### Cells coloured by class

Scale bar: 20 um.
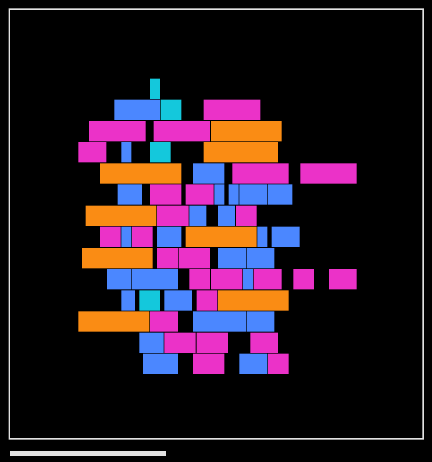
### Clock wires, drivers and flops

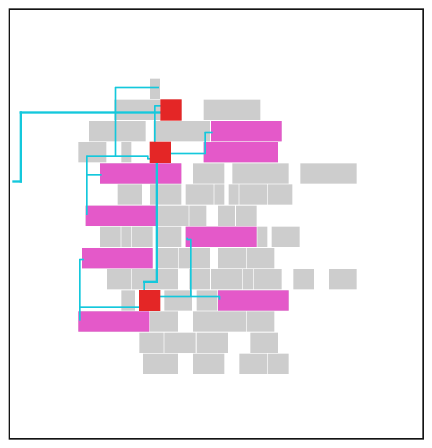
### PDN straps and rails

Pins as bars on the die edge. Tap cells in grey.
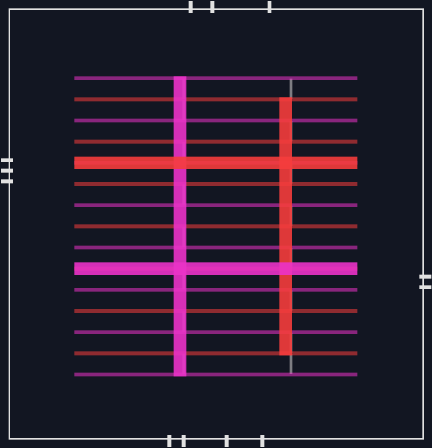
### Track usage over the die

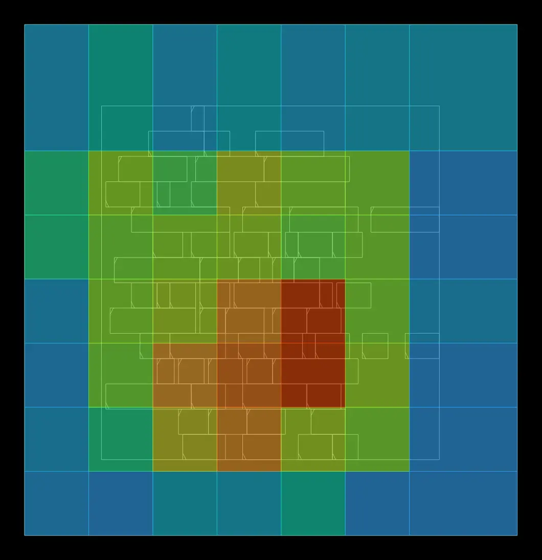
### Sequential cells coloured by netlist name

Other sequential cells in the stronger grey, the rest of the logic in the fainter grey.
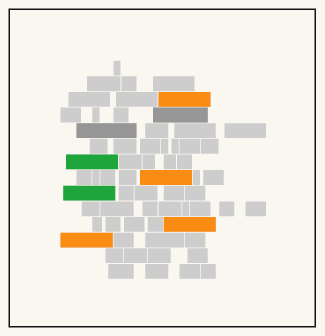
==> config.mk <==
export PLATFORM = sky130hd
export DESIGN_NAME = piso_serializer
export DESIGN_NICKNAME = d
export VERILOG_FILES = /design/src/rtl/piso_serializer.sv
export SDC_FILE = /design/constraint.sdc
export NUM_CORES = 1
export LEC_CHECK = 0
export CAP_MARGIN = 20
export CORE_AREA = 8 8 45 47
export DETAILED_ROUTE_END_ITERATION = 16
export DIE_AREA = 0 0 53 55
export PLACE_DENSITY = 0.55
export SETUP_SLACK_MARGIN = 0.1
export SLEW_MARGIN = 20
export SYNTH_ARGS = -nofsm -noshare
export SYNTH_HDL_FRONTEND = slang
export SYNTH_SLANG_ARGS = --single-unit
==> constraint.sdc <==
create_clock -name clk -period 1.06 [get_ports clk]
set_input_delay 0.212 -clock clk [delete_from_list [all_inputs] [get_ports clk]]
set_output_delay 0.212 -clock clk [all_outputs]
set_load 0.1 [all_outputs]
==> results.txt <==
Figures from the implementation reports.

- The number of warnings in the stage logs reads 29.
- Power spread over the standard cell area amounts to about 3500 mW/mm2.
- The logic depth of the worst register-to-register path is 6.
- Per the detail_route report, DRC violations left total 0.
- The slowest cell on the critical path reads dfrtp_1.
- Synthesis instantiated 17 different standard cells from the library.
- The total inserted antenna cells reads 0.
- The effective utilization at floorplan is between 20% and 30%.
- The number of buffers and inverters on the critical path is 1.
- The largest buffer count on any clock path reads 2.
- The iteration tally of the first detailed-router pass is 3.
- The synthesis report lists the most area-consuming cells as dfrtp_1 50%, mux2i_1 10%, a221o_1 7.5%, nor2_1 4.7%, nor3b_4 4.7%.
- The number of clock buffers inserted by TritonCTS is 3.
- The number of vias in the routed layout reads between 300 and 400.
- Note, the detailed placer reported a final HPWL of approximately 860 um.
- The proportion of synthesized chip area in sequential cells reads around half.
- The register with the most flip-flops in the layout has 4 of them.
- Per the post-synthesis report, the number of cells in the design is 36.
- The count of buffers inserted at the top-level ports reads 11.
- The CTS root buffer is clkbuf_4.
- Measured against its own limit, the worst slew margin works out to 79.5%.
- The count of final hold-check violations is 0.
- The area of the die is 0.00292 mm2.
- The delay of the slowest cell on the worst path is approximately 0.38 ns.
- Of the available clock period, the critical path in the final layout requires 138%.
- The final reports fail on negative setup slack.
- Counting only logic cells after layout, the most numerous master is buf_4.
- The number of antenna violations at the first check in global routing is 0.
- The flow ran to the end, but the final reports show violations.
- TritonCTS built the clock tree.
- The worst supply voltage drop on vdd reads approximately 1.9 mV.
- The top layer used by detailed routing reads met4.
- The total leakage power reads 0.000355 uW.
- The count of hold buffers inserted by post-cts repair reads 0.
- The largest net degree at the start of global routing is 9.
- For this design, the sink count on the clock tree is 8.
- For reference, the clock transition at the flip-flops on the worst setup and hold paths is 0.06 ns.
- The final timing report gives a worst setup slack of -0.400 ns.
- The measured slew at the worst slew-check pin reads ~0.3 ns.
- The kind of critical path is reg2out.
- The H-tree depth is 1.
- The achievable clock frequency is around 0.7 GHz.
- STA classifies the critical path endpoint as an output pin.
- The synthesized netlist was found by Yosys to have 36 cells.
- The minimum clock period after layout reads approximately 1.5 ns.
- During I/O placement, the number of pins put on the boundary was 12.
- The count of nets left with antenna violations after detail routing reads 0.
- The report lists the cells along the critical path as or2_4 -> a21oi_4 -> buf_12.
- The count of cells in the finished layout, fillers not included, comes to 80.
- The yosys-reported design area after synthesis reads 398 um2.
- The share of post-route cells with drive strength above 1 reads between 50% and 60%.
- The number of global-route vias before repair is about 420.
- For the worst setup path, the data required time is 0.85 ns.
- The synthesis-to-finish area growth reads 95.9%.
- The routed length on met2 reads between 700 and 800 um.
- The routed length on met3 is approximately 65 um.
- Setup repair after global routing could not meet its margin everywhere.
- The total overflow reported by the global router is 0.
- The global placer's final weighted congestion reads approximately 0.75.
- The area fraction of the dominant cell type after synthesis reads between 50% and 60%.
- The total count of max-transition violations in the final report is 0.
- The routed design shows a wire length per standard cell of about 15 um.
- The overall power reads approximately 2800 uW.
- The routed via count divided by cell count is 4.98.
- The cell family contributing the most delay on the critical path is flip-flops.
- The total placed cells including tap cells is between 70 and 80.
- The final instance area reads around 780 um2.
- STA reports a reg2reg setup slack of -0.38 ns.
- The final setup violation count is 10.
- The top cell type by total area after synthesis reads dfrtp_1.
- The critical path launch point type reads a flop.
- The post-route met1 wirelength is 399 um.
- The final net count reads 72.
- The first global-routing pass estimated 1780 um of wire.
- The classification of the worst-slack hold path is in2async.
- The arrival time at the worst endpoint reads between 1 and 1.5 ns.
- Yosys printed 0 warnings.
- The cell count along the critical path is 3.
- Once iteration 0 of detailed routing completed, the report listed 2 DRC markers.
- The sum of routed wire length over all layers is roughly 1200 um.
- The post-placement cell area reads 667 um2.
- The critical path maximum fanout is 3.
- The max-cap violation count reads 0.
- The mapped cell area is between 300 and 400 um2.
- The top cell types in the final layout, fill and taps aside, are 8 x buf_4, 7 x buf_6, 6 x dfrtp_1, 6 x clkdlybuf4s50_1, 5 x buf_12.
- The number of flip-flops and latches in the synthesized netlist reads 8.
- The number of nets at floorplan is between 40 and 50.
- The post-synthesis area per instance reads between 10 and 15 um2.
Notes on 'Cells coloured by class' above:
Key: remaining buffers and delay cells = magenta [cells 26]; clock drivers and dummy loads = cyan [cells 4]; combinational and other logic = blue [cells 26]; sequential cells = orange [cells 8]
share of the core filled with cells: 56.3%
core area: 0.00138 mm2
Seq area share: 26.3%
Row Count: 14

Notes on 'Clock wires, drivers and flops' above:
Key: clock drivers = red [count 3]; flip-flops = magenta [count 8]; clock wires = cyan [length 132 um]
There are 4 routed clock nets.
clock group share of total power: 9.2%
Late-Pin Clk Latency: 0.26 ns
clock network power: 255 uW
worst-case clock skew: 0.00465 ns

Notes on 'PDN straps and rails' above:
Key: VDD = red; VSS = magenta
16 tap cells. 2 straps on met5.
Die X: 53 um
die height: 55 um

Notes on 'Track usage over the die' above:
met2 usage: 16.0%
aggregate global-route resource usage: 8.54%
met1 track utilization from global routing: 7.00%
most utilized layer in the global route result: met2
met3 track utilization from global routing: 2.67%

Notes on 'Sequential cells coloured by netlist name' above:
Key: shreg_q = orange [flops 4]; bitcnt_q = green [flops 2]
Another 2 sequential cells are not coloured.
flip-flop and latch power: 541 uW
sequential cell area in the final layout: 205 um2

## cells by family after synthesis
kind of cell / count (synthesis) / share of synthesized area (%)
xor gates and xnor gates: 1 / 2.20
buffers and inverters: 4 / 5.66
DFF: 8 / 50.3
muxes: 4 / 10.1
AOI/OAI and AO/OA: 9 / 16.7
and+or+nand+nor: 10 / 15.1
## metal layers
metal / vias to the layer above / track usage (%)
met5: - / 0
met4: 0 / 7.76
met3: 6 / 2.67
met2: 9 / 16.0
met1: 199 / 7.00
li1: 184 / -
## power breakdown
group          internal, uW  switching [uW]  total, uW  leakage [uW]
registers               445            96.0        541     0.0000969
logic                   895            1070       1970      0.000243
clock network           144             111        255     0.0000150
total                  1480            1280       2770      0.000355
## cells in the mapped netlist, drive strengths merged
master / n
or2: 1
inv: 2
and2: 1
xor2: 1
dfrtp: 8
a21o: 1
clkbuf: 1
o21ai: 1
buf: 1
nor3b: 1
a21oi: 3
a221o: 3
mux2i: 4
nand2: 1
a211oi: 1
nor2: 6
## through the flow
step           setup TNS [ns]  util [%]  hold slack [ns]  worst slack [ns]
2_1_floorplan           -2.37         -           0.0276            -0.542
3_3_place_gp            -1.99      48.2            0.494            -0.404
3_5_place_dp            -2.43      48.2            0.519            -0.482
4_1_cts                 -2.34      53.4            0.297            -0.401
5_1_grt                 -3.09      56.3            0.341            -0.432
6_report                -2.66      56.3            0.287            -0.400
## cell type report
class                   count  area (um2)
fillers                   123         604
clock buffers               4        26.3
flip-flops and latches      8         205
multi-input cells          24         221
well taps                  16        20.0
inverters                   2        7.51
repair buffers             26         299
## what timing repair did
action | CTS | global route
setup endpoints to repair | 12 | 12
endpoints found under the hold margin | 0 | 0
pin swaps | 3 | 5
resized | 7 | 6
setup buffers | 3 | 3
Power figures rest on the tool's default switching activity, not on a simulated workload.
